**config.mk**
```make
export PLATFORM = sky130hd
export DESIGN_NAME = spi_clkgen_flat
export DESIGN_NICKNAME = d
export VERILOG_FILES = /design/src/rtl/spi_clkgen_if.sv /design/src/rtl/spi_clkgen.sv /design/src/flat_wrapper.sv
export SDC_FILE = /design/constraint.sdc
export NUM_CORES = 1
export LEC_CHECK = 0
export ABC_AREA = 1
export ABC_CLOCK_PERIOD_IN_PS = 2000
export CAP_MARGIN = 0
export CORE_MARGIN = 1
export CORE_UTILIZATION = 23
export CTS_CLUSTER_DIAMETER = 80
export DETAILED_ROUTE_END_ITERATION = 7
export GPL_TIMING_DRIVEN = 0
export PLACE_DENSITY = 0.38
export SETUP_SLACK_MARGIN = 0.2
export SLEW_MARGIN = 20
export SYNTH_ARGS = -nofsm -noshare
export SYNTH_HDL_FRONTEND = slang
export SYNTH_SLANG_ARGS = --single-unit
```
**constraint.sdc**
```tcl
create_clock -name PCLK -period 2 [get_ports PCLK]
set_input_delay 0.4 -clock PCLK [delete_from_list [all_inputs] [get_ports PCLK]]
set_output_delay 0.4 -clock PCLK [all_outputs]
set_load 0.005 [all_outputs]
```
**src/rtl/spi_clkgen_if.sv**
```systemverilog
// Control/status bundle between an SPI master controller and spi_clkgen.
// The controller drives the frame setup and handshakes; the clock generator returns SCLK and strobes.
interface spi_clkgen_if #(
  parameter int unsigned DIV_WIDTH = 8,
  parameter int unsigned CNT_WIDTH = 6
);
  logic [DIV_WIDTH-1:0] clk_div;
  logic                 cpol;
  logic                 cpha;
  logic [CNT_WIDTH-1:0] frame_bits;
  logic                 start;
  logic                 abort;
  logic                 sclk;
  logic                 shift_stb;
  logic                 sample_stb;
  logic                 busy;
  logic                 done;

  modport master (
    output clk_div, cpol, cpha, frame_bits, start, abort,
    input  sclk, shift_stb, sample_stb, busy, done
  );

  modport slave (
    input  clk_div, cpol, cpha, frame_bits, start, abort,
    output sclk, shift_stb, sample_stb, busy, done
  );
endinterface

```
**src/rtl/spi_clkgen.sv**
```systemverilog
// Programmable SPI serial-clock generator: divides PCLK into SCLK for all CPOL/CPHA modes
// and frames a programmable number of bits with registered shift/sample strobes.
module spi_clkgen #(
  parameter int unsigned DIV_WIDTH = 8,
  parameter int unsigned CNT_WIDTH = 6
) (
  input logic        PCLK,
  input logic        PRESETN,
  spi_clkgen_if.slave bus
);

  localparam logic [1:0] st_idle  = 2'd0;
  localparam logic [1:0] st_lead  = 2'd1;  // sclk at ~cpol_l, next toggle is a trailing edge
  localparam logic [1:0] st_trail = 2'd2;  // sclk at cpol_l, next toggle is a leading edge

  logic [1:0]           state_q, state_d;
  logic [DIV_WIDTH-1:0] div_l_q, div_l_d;
  logic [DIV_WIDTH-1:0] half_cnt_q, half_cnt_d;
  logic [CNT_WIDTH-1:0] bit_cnt_q, bit_cnt_d;
  logic                 cpol_l_q, cpol_l_d;
  logic                 cpha_l_q, cpha_l_d;
  logic                 sclk_q, sclk_d;
  logic                 shift_q, shift_d;
  logic                 sample_q, sample_d;
  logic                 busy_q, busy_d;
  logic                 done_q, done_d;

  always_comb begin
    state_d    = state_q;
    div_l_d    = div_l_q;
    half_cnt_d = half_cnt_q;
    bit_cnt_d  = bit_cnt_q;
    cpol_l_d   = cpol_l_q;
    cpha_l_d   = cpha_l_q;
    sclk_d     = sclk_q;
    busy_d     = busy_q;
    shift_d    = 1'b0;
    sample_d   = 1'b0;
    done_d     = 1'b0;

    if (bus.abort) begin
      state_d = st_idle;
      busy_d  = 1'b0;
      sclk_d  = bus.cpol;
    end else begin
      unique case (state_q)
        st_idle: begin
          sclk_d = bus.cpol;
          if (bus.start && (bus.frame_bits != '0)) begin
            div_l_d    = bus.clk_div;
            cpol_l_d   = bus.cpol;
            cpha_l_d   = bus.cpha;
            half_cnt_d = bus.clk_div;
            bit_cnt_d  = bus.frame_bits;
            busy_d     = 1'b1;
            state_d    = st_trail;
          end
        end
        st_lead, st_trail: begin
          if (half_cnt_q == '0) begin
            half_cnt_d = div_l_q;
            sclk_d     = ~sclk_q;
            if (state_q == st_lead) begin
              bit_cnt_d = bit_cnt_q - CNT_WIDTH'(1);
              // Mode 0/2 preloads bit 0, so the final trailing edge has nothing to shift.
              if (cpha_l_q) sample_d = 1'b1;
              else          shift_d  = (bit_cnt_q != CNT_WIDTH'(1));
              if (bit_cnt_q == CNT_WIDTH'(1)) begin
                done_d  = 1'b1;
                busy_d  = 1'b0;
                state_d = st_idle;
              end else begin
                state_d = st_trail;
              end
            end else begin
              state_d = st_lead;
              if (cpha_l_q) shift_d  = 1'b1;
              else          sample_d = 1'b1;
            end
          end else begin
            half_cnt_d = half_cnt_q - DIV_WIDTH'(1);
          end
        end
        default: begin
          state_d = st_idle;
          busy_d  = 1'b0;
        end
      endcase
    end
  end

  always_ff @(posedge PCLK) begin
    if (!PRESETN) begin
      state_q    <= st_idle;
      div_l_q    <= '0;
      half_cnt_q <= '0;
      bit_cnt_q  <= '0;
      cpol_l_q   <= 1'b0;
      cpha_l_q   <= 1'b0;
      sclk_q     <= 1'b0;
      shift_q    <= 1'b0;
      sample_q   <= 1'b0;
      busy_q     <= 1'b0;
      done_q     <= 1'b0;
    end else begin
      state_q    <= state_d;
      div_l_q    <= div_l_d;
      half_cnt_q <= half_cnt_d;
      bit_cnt_q  <= bit_cnt_d;
      cpol_l_q   <= cpol_l_d;
      cpha_l_q   <= cpha_l_d;
      sclk_q     <= sclk_d;
      shift_q    <= shift_d;
      sample_q   <= sample_d;
      busy_q     <= busy_d;
      done_q     <= done_d;
    end
  end

  assign bus.sclk       = sclk_q;
  assign bus.shift_stb  = shift_q;
  assign bus.sample_stb = sample_q;
  assign bus.busy       = busy_q;
  assign bus.done       = done_q;

endmodule
```
**src/flat_wrapper.sv**
```systemverilog
// flat-port wrapper written by rule: the top's interface ports become plain ports
module spi_clkgen_flat 
#(
  parameter int unsigned DIV_WIDTH = 8,
  parameter int unsigned CNT_WIDTH = 6
)
  (PCLK, PRESETN, bus_clk_div, bus_cpol, bus_cpha, bus_frame_bits, bus_start, bus_abort, bus_sclk, bus_shift_stb, bus_sample_stb, bus_busy, bus_done);
  spi_clkgen_if #(.DIV_WIDTH(DIV_WIDTH), .CNT_WIDTH(CNT_WIDTH)) bus_i ();
  input logic PCLK;
  input logic PRESETN;
  input wire logic [$bits(bus_i.clk_div)-1:0] bus_clk_div;
  input wire logic [$bits(bus_i.cpol)-1:0] bus_cpol;
  input wire logic [$bits(bus_i.cpha)-1:0] bus_cpha;
  input wire logic [$bits(bus_i.frame_bits)-1:0] bus_frame_bits;
  input wire logic [$bits(bus_i.start)-1:0] bus_start;
  input wire logic [$bits(bus_i.abort)-1:0] bus_abort;
  output wire logic [$bits(bus_i.sclk)-1:0] bus_sclk;
  output wire logic [$bits(bus_i.shift_stb)-1:0] bus_shift_stb;
  output wire logic [$bits(bus_i.sample_stb)-1:0] bus_sample_stb;
  output wire logic [$bits(bus_i.busy)-1:0] bus_busy;
  output wire logic [$bits(bus_i.done)-1:0] bus_done;
  assign bus_i.clk_div = bus_clk_div;
  assign bus_i.cpol = bus_cpol;
  assign bus_i.cpha = bus_cpha;
  assign bus_i.frame_bits = bus_frame_bits;
  assign bus_i.start = bus_start;
  assign bus_i.abort = bus_abort;
  assign bus_sclk = bus_i.sclk;
  assign bus_shift_stb = bus_i.shift_stb;
  assign bus_sample_stb = bus_i.sample_stb;
  assign bus_busy = bus_i.busy;
  assign bus_done = bus_i.done;
  spi_clkgen #(.DIV_WIDTH(DIV_WIDTH), .CNT_WIDTH(CNT_WIDTH)) u_core (.PCLK(PCLK), .PRESETN(PRESETN), .bus(bus_i));
endmodule
```
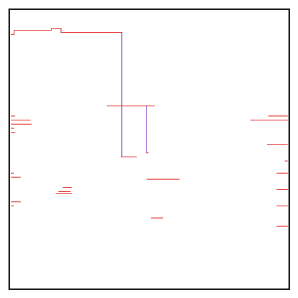
(run_1/layers.png)
Drawn at 3 px/micron. Two of the layers only.
[red] M3 | wire length: 149 microns
[purple] M4 | wire length: 57.1 microns

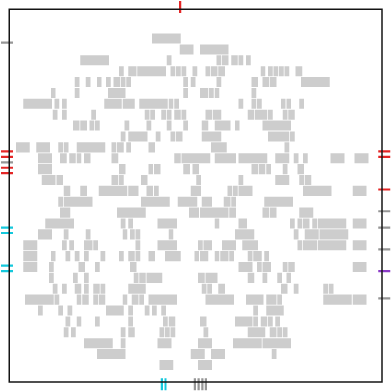
(run_1/pinout.png)
Drawn at 4 px/micron. Pins as bars across the die edge, other pins in grey.
[purple] `bus_done` | pins: 1 | direction: output | edge: east
[cyan] `bus_frame_bits` | pins: 6 | direction: input | edge: 4 west, 2 south
[red] `bus_clk_div` | pins: 8 | direction: input | edge: 4 west, 3 east, 1 north

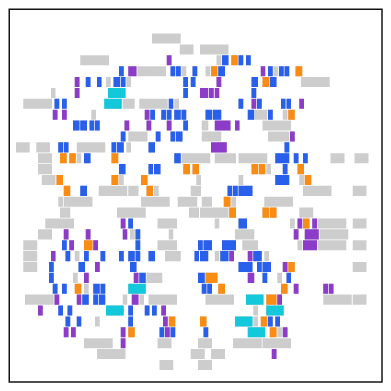
(run_1/gates.png)
Drawn at 4 px/micron.
[orange] aoi and oai cells | cells: 36
[cyan] fa/ha/maj cells | cells: 8
[blue] nand cells | cells: 118
[purple] nor cells | cells: 57 | where: spread over the die

==> flow_summary.toml, run 1 <==
# generated from flow reports
[cells_and_area]
n_clock_buffer = 7
clock_area_share_pct = 3.84
fin_nets = 356
drive_gt1_share_pct = 11.6
nFillCells = 913
seq_share_pct = 25.3
areaGrowthSynthToFinish_pct = 25.3
reg.largest.list = "u_core.div_l_q (8), u_core.half_cnt_q (8), u_core.bit_cnt_q (6)"
mostFrequentLayoutCells = "79 x nand2_1, 49 x nor2_1, 31 x inv_1, 30 x dfxtp_1, 27 x nand3_1"
fin_util_pct = 30.3
logic_area_sq_um = 1080
comb-cell-share_pct = 45.4
lay_top_count = "nand2_1"
num-multi-input-gates = 221
flops = 30
non_clock_inverter_count = 35
flop_area_sq_um = 601
layout.nonclk_buf_share_pct = 14.5
final_cells = 431
buffers_excl_clock = 35
final_area_sq_um = 2380
dominant_cells = "logic gates"

[timing]
period_used_pct = 82.4
drv_slew = 0
hold_slack_ns = 0.449
final.setup.tns_ns = 0
tightest_slew_ns = 0.467
period_needed_ns = 1.65
setup_violations = 0
setup_ws_ns = 0.353
slew_headroom_pct = 68.9
skew_ns = 0.00446
final_hold_viol_count = 0
rsz0062_at_grt = "no"
max_freq_mhz = 607

[power]
vdd_drop_max_uv = 252
p_clk_mw = 0.537
p_sw_mw = 0.704
leakagePower_nw = 1.09
power-top-group = "registers"
internal_power_mw = 1.20
seqPwrFrac_pct = 36.8
cellPowerDensity_nw_per_um2 = 802
pwr-share-clk_pct = 28.2
pg_seq_mw = 0.701
comb_power_mw = 0.669
power_mw = 1.91
p_sw_share_pct = 37.0

[worst_hold_path]
hold_start = "u_core.div_l_q[4]"
hold_depth = 2
hold_path_class = "register to register"
min_to = "u_core.div_l_q[4]"

[global_route]
met1_usage_pct = 18.1
antenna_found_initial = 0
use_met2_pct = 20.4
top_usage_layer = "met2"
grt_max_degree = 11
grt_pass1_vias = 1802
grt_pass1_wl_microns = 8730
overflow = 0
grt_use_total_pct = 13.1
met3_usage_pct = 2.87

[floorplanning]
die-area_sq_um = 8610
taps = 102
rows = 32
die_w_microns = 92.8
coreArea_sq_um = 7850
ios = 25
dieHeight_microns = 92.8
fp_util_pct = 24.2

[setup_path]
critical_path_depth = 10
r2r_cells = 8
worst_r2r_endpoint = "u_core.bit_cnt_q[1]"
reg2reg_slack_ns = 0.35
crit_fanout = 10
slowest_stage = "clkdlybuf4s50_1"
crit_top_cell = "nand2_1"
path_cells = "clkdlybuf4s50_1 > nor2_1 > nand3_1 > nand2_1 > nand2_2 > nand2_2 > buf_8 > nand2_1 > nand2_1 > nor2_2"
crit_end = "u_core.half_cnt_q[2]"
rr_startpoint = "u_core.state_q[0]"
end_kind = "register"
worst_ep_arrival_time_ns = 1.83
critical_path_class = "input port to register"
worstSetupStartpoint = "bus_frame_bits[5]"
cp-start-kind = "input port"
cp_data_required_time_ns = 2.18

[drt]
routed.top_layer = "met4"
drt_wl_total_microns = 5130
first_iter_violations = 63
routed-wl-met3_microns = 149
wl_met1_microns = 2750
drcViolationCount = 0
drt-pass1-iter-count = 4
wl_met2_microns = 2170
wl_per_cell_microns = 11.9
vias = 1867
drtAntennaViolNets = 0

[clocking]
cts.root.buffer_cell = "clkbuf_8"
cts_buffers = 5
clock_latency_ns = 0.28
cts_buffer_depth = 2
h-tree-depth = 2
path_clk_slew_ns = 0.07
numClockSinks = 30
post_cts_buffers = 0
post_cts_resized = 0
holdBufCountCts = 0
cts_tree = "yes"

[synth]
synthMuxAreaShare_pct = 0
syn-cell-area_sq_um = 1900
yosysTopAreaCell = "dfxtp_1"
synth-adder-area-share_pct = 5.28
postSynthSeqShare_pct = 31.7
ys_sh_aoi_pct = 9.89
synth_dominant_cell_count = "nand2_1"
syn-num-nets = 323
ys_ff = 30
yosys.cell_types.count = 26
xor_area_share_pct = 0.923
async_flop_share_pct = 0
ys_top_cells_by_count = "79 x nand2_1, 49 x nor2_1, 31 x inv_1"
avgSynthCellArea_sq_um = 6.43
ys_warn_count = 0
ys_sh_simple_pct = 40.6
edf_count = 0
topCellsByArea = "dfxtp_1 32%, nand2_1 16%, nor2_1 9.7%"
synthCells = 295
ff_type = "dfxtp_1"
ys_cells = 295
top_logic_kind = "simple AND/OR/NAND/NOR gates"
yosysTopAreaCellShare_pct = 31.7
yosysChipArea_sq_um = 1900

[place]
port-buffer-count = 24
dpl.hpwl_microns = 3910
dp.cells = 421
gp_congestion = 0.831
dp_slack_ns = -0.00741

[run]
maxCapViolCount = 0

[outcome]
outcome = "complete, no violations"
==> inputs of run 2 (changes only) <==
--- a/config.mk
+++ b/config.mk
@@ -6,7 +6,7 @@
 export NUM_CORES = 1
 export LEC_CHECK = 0
 export ABC_AREA = 1
-export ABC_CLOCK_PERIOD_IN_PS = 2000
+export ABC_CLOCK_PERIOD_IN_PS = 1600
 export CAP_MARGIN = 0
 export CORE_MARGIN = 1
 export CORE_UTILIZATION = 23
==> constraint.sdc (replaced) <==
create_clock -name PCLK -period 1.6 [get_ports PCLK]
set_input_delay 0.32 -clock PCLK [delete_from_list [all_inputs] [get_ports PCLK]]
set_output_delay 0.32 -clock PCLK [all_outputs]
set_load 0.005 [all_outputs]
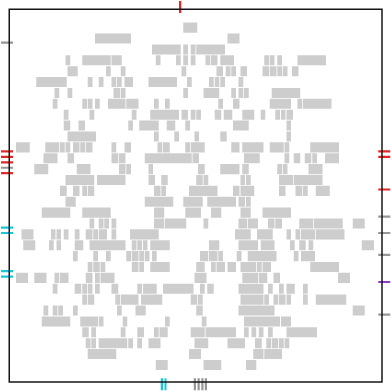
(run_2/pinout.png)
Drawn at 4 px/micron. Pins as bars across the die edge, other pins in grey.
[red] `bus_clk_div` | pins: 8 | direction: input | edge: 4 west, 3 east, 1 north
[purple] `bus_done` | pins: 1 | direction: output | edge: east
[cyan] `bus_frame_bits` | pins: 6 | direction: input | edge: 4 west, 2 south

==> run 2 against run 1 <==
Effect of this change:
- critical path depth fell by 3
- largest power group is now combinational logic
- global-route usage rose by 0.72 points
- final area rose by 12%
- synthesized cell count did not move
- worst setup slack got worse by 0.18 ns
- clock skew fell by 0.00080 ns
- area after synthesis did not move
- flip-flop count did not move
- via count rose by 2.9%
- clock power rose by 24%
- combinational power rose by 51%
==> flow_summary.toml, run 2 <==
# generated from flow reports
[outcome]
outcome = "complete, no violations"

[power]
power-top-group = "combinational logic"
power_mw = 2.56
p_clk_mw = 0.668
leakagePower_nw = 1.25
vdd_drop_max_uv = 310
pwr-share-clk_pct = 26.1
p_sw_share_pct = 36.9
cellPowerDensity_nw_per_um2 = 959
p_sw_mw = 0.944
seqPwrFrac_pct = 34.4

[drt]
first_iter_violations = 79
drt-pass1-iter-count = 4
wl_per_cell_microns = 12.3
vias = 1921
routed.top_layer = "met4"
drcViolationCount = 0
routed-wl-met3_microns = 208

[clocking]
post_cts_resized = 38
holdBufCountCts = 0
cts_tree = "yes"
clock_latency_ns = 0.28
post_cts_buffers = 10
h-tree-depth = 2
numClockSinks = 30
cts_buffer_depth = 2

[timing]
skew_ns = 0.00366
period_needed_ns = 1.43
setup_ws_ns = 0.168
setup_violations = 0
final_hold_viol_count = 0
max_freq_mhz = 698
drv_slew = 0
rsz0062_at_grt = "yes"
tightest_slew_ns = 0.349
slew_headroom_pct = 76.7

[cells_and_area]
fin_nets = 368
nFillCells = 903
final_area_sq_um = 2670
fin_util_pct = 34.0
flop_area_sq_um = 607
dominant_cells = "logic gates"
n_clock_buffer = 7
mostFrequentLayoutCells = "76 x nand2_1, 42 x nor2_1, 27 x inv_1, 25 x dfxtp_1, 23 x nand3_1"
flops = 30
seq_share_pct = 22.7
buffers_excl_clock = 47
lay_top_count = "nand2_1"
areaGrowthSynthToFinish_pct = 40.7
reg.largest.list = "u_core.div_l_q (8), u_core.half_cnt_q (8), u_core.bit_cnt_q (6)"
final_cells = 443
layout.nonclk_buf_share_pct = 18.9
clock_area_share_pct = 3.42
num-multi-input-gates = 221

[synth]
yosysTopAreaCellShare_pct = 31.7
synth-adder-area-share_pct = 5.28
topCellsByArea = "dfxtp_1 32%, nand2_1 16%, nor2_1 9.7%"
yosysTopAreaCell = "dfxtp_1"
edf_count = 0
ys_top_cells_by_count = "79 x nand2_1, 49 x nor2_1, 31 x inv_1"
synth_dominant_cell_count = "nand2_1"
async_flop_share_pct = 0
yosys.cell_types.count = 26
synthCells = 295
ys_sh_aoi_pct = 9.89
top_logic_kind = "simple AND/OR/NAND/NOR gates"
yosysChipArea_sq_um = 1900
ys_cells = 295

[global_route]
top_usage_layer = "met2"
grt_pass1_vias = 1882
use_met2_pct = 21.9
antenna_found_initial = 0
grt_use_total_pct = 13.8
met1_usage_pct = 18.3
overflow = 0
met3_usage_pct = 3.37

[place]
gp_congestion = 0.808
port-buffer-count = 24
dpl.hpwl_microns = 3900
dp.cells = 421

[setup_path]
critical_path_depth = 7
worstSetupStartpoint = "u_core.state_q[0]"
path_cells = "buf_4 > ha_4 > nor3_4 > nand3_4 > clkbuf_16 > nor2_1 > nor2_1"
crit_top_cell = "nor2_1"
crit_fanout = 5
r2r_cells = 7
cp_data_required_time_ns = 1.79
rr_startpoint = "u_core.state_q[0]"
cp-start-kind = "register"
worst_ep_arrival_time_ns = 1.62
worst_r2r_endpoint = "u_core.bit_cnt_q[4]"
critical_path_class = "register to register"

[floorplanning]
ios = 25
dieHeight_microns = 92.8
die_w_microns = 92.8
rows = 32
taps = 102

[worst_hold_path]
min_to = "u_core.div_l_q[0]"
hold_depth = 2
hold_path_class = "register to register"

[run]
maxCapViolCount = 0
==> inputs of run 3 (changes only) <==
--- a/config.mk
+++ b/config.mk
@@ -10,7 +10,7 @@
 export CAP_MARGIN = 0
 export CORE_MARGIN = 1
 export CORE_UTILIZATION = 23
-export CTS_CLUSTER_DIAMETER = 80
+export CTS_CLUSTER_DIAMETER = 60
 export DETAILED_ROUTE_END_ITERATION = 7
 export GPL_TIMING_DRIVEN = 0
 export PLACE_DENSITY = 0.38
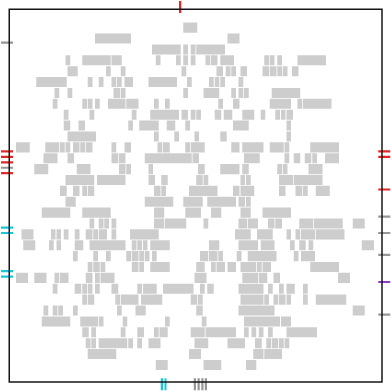
(run_3/pinout.png)
Drawn at 4 px/micron. Pins as bars across the die edge, other pins in grey.
[cyan] `bus_frame_bits` | pins: 6 | direction: input | edge: 4 west, 2 south
[red] `bus_clk_div` | pins: 8 | direction: input | edge: 4 west, 3 east, 1 north
[purple] `bus_done` | pins: 1 | direction: output | edge: east
all pins by edge: 10 west, 8 east, 6 south, 1 north

==> run 3 against run 2 <==
Effect of this change:
- register-to-register slack about the same
- worst setup slack unchanged
- flip-flop count unchanged
- critical path type unchanged
==> flow_summary.toml, run 3 <==
# generated from flow reports
[cells_and_area]
nFillCells = 903
final_cells = 443
comb-cell-share_pct = 45.0
logic_area_sq_um = 1200
areaGrowthSynthToFinish_pct = 40.7
flop_area_sq_um = 607
num-multi-input-gates = 221
final_area_sq_um = 2670
mostFrequentLayoutCells = "76 x nand2_1, 42 x nor2_1, 27 x inv_1, 25 x dfxtp_1, 23 x nand3_1"
dominant_cells = "logic gates"
buffers_excl_clock = 47
n_clock_buffer = 7
reg.largest.list = "u_core.div_l_q (8), u_core.half_cnt_q (8), u_core.bit_cnt_q (6)"
layout.nonclk_buf_share_pct = 18.9
drive_gt1_share_pct = 23.2
lay_top_count = "nand2_1"
fin_util_pct = 34.0
clock_area_share_pct = 3.42
flops = 30
antennaDiodeCount = 0
seq_share_pct = 22.7
fin_nets = 368

[global_route]
grt_pass1_wl_microns = 9160
overflow = 0
met3_usage_pct = 3.37
met1_usage_pct = 18.3
grt_pass1_vias = 1882
top_usage_layer = "met2"
use_met2_pct = 21.9
antenna_found_initial = 0
grt_use_total_pct = 13.8

[floorplanning]
dieHeight_microns = 92.8
taps = 102
rows = 32
die_w_microns = 92.8
ios = 25

[synth]
yosysTopAreaCell = "dfxtp_1"
yosysTopAreaCellShare_pct = 31.7
ys_sh_simple_pct = 40.6
ys_cells = 295
syn-num-nets = 323
async_flop_share_pct = 0
edf_count = 0
topCellsByArea = "dfxtp_1 32%, nand2_1 16%, nor2_1 9.7%"
synthCells = 295
ys_sh_aoi_pct = 9.89
yosysChipArea_sq_um = 1900
synth-adder-area-share_pct = 5.28
yosys.cell_types.count = 26
synth_dominant_cell_count = "nand2_1"
top_logic_kind = "simple AND/OR/NAND/NOR gates"
ys_top_cells_by_count = "79 x nand2_1, 49 x nor2_1, 31 x inv_1"

[setup_path]
r2r_cells = 7
worst_r2r_endpoint = "u_core.bit_cnt_q[4]"
critical_path_depth = 7
crit_top_cell = "nor2_1"
worst_ep_arrival_time_ns = 1.62
cp-start-kind = "register"
worst-path-buf-inv = 2
crit_fanout = 5
cp_data_required_time_ns = 1.79
rr_startpoint = "u_core.state_q[0]"
critical_path_class = "register to register"
path_cells = "buf_4 > ha_4 > nor3_4 > nand3_4 > clkbuf_16 > nor2_1 > nor2_1"
path_delay_family = "simple AND/OR/NAND/NOR gates"
worstSetupStartpoint = "u_core.state_q[0]"

[timing]
tightest_slew_ns = 0.349
setup_ws_ns = 0.168
final.setup.tns_ns = 0
skew_ns = 0.00366
period_needed_ns = 1.43
rsz0062_at_grt = "yes"
period_used_pct = 89.5
hold_slack_ns = 0.446
final_hold_viol_count = 0
drv_slew = 0
setup_violations = 0
slew_headroom_pct = 76.7
max_freq_mhz = 698

[power]
seqPwrFrac_pct = 34.4
p_sw_mw = 0.944
cellPowerDensity_nw_per_um2 = 959
p_clk_mw = 0.668
power_mw = 2.56
pwr-share-clk_pct = 26.1
pg_seq_mw = 0.881
power-top-group = "combinational logic"
p_sw_share_pct = 36.9
vdd_drop_max_uv = 310
leakagePower_nw = 1.25
internal_power_mw = 1.62

[worst_hold_path]
min_to = "u_core.div_l_q[0]"
hold_path_class = "register to register"
hold_depth = 2

[run]
maxCapViolCount = 0
warnings = 33

[place]
dpl.hpwl_microns = 3900
gp_congestion = 0.808
dp.cells = 421
placed_area_sq_um = 2270
port-buffer-count = 24

[clocking]
holdBufCountCts = 0
cts_tree = "yes"
post_cts_resized = 38
numClockSinks = 30
cts.root.buffer_cell = "clkbuf_8"
path_clk_slew_ns = 0.07
cts_buffer_depth = 2
h-tree-depth = 2
post_cts_buffers = 10
cts_buffers = 5
clock_latency_ns = 0.28

[drt]
drt-pass1-iter-count = 4
first_iter_violations = 79
drt_wl_total_microns = 5460
vias = 1921
drtAntennaViolNets = 0
routed.top_layer = "met4"
wl_per_cell_microns = 12.3
routed-wl-met3_microns = 208
wl_met1_microns = 2840
wl_met2_microns = 2350
drcViolationCount = 0
vias_per_cell = 4.34

[outcome]
outcome = "complete, no violations"
No activity file was given, so power comes from the tool's default toggle rates.
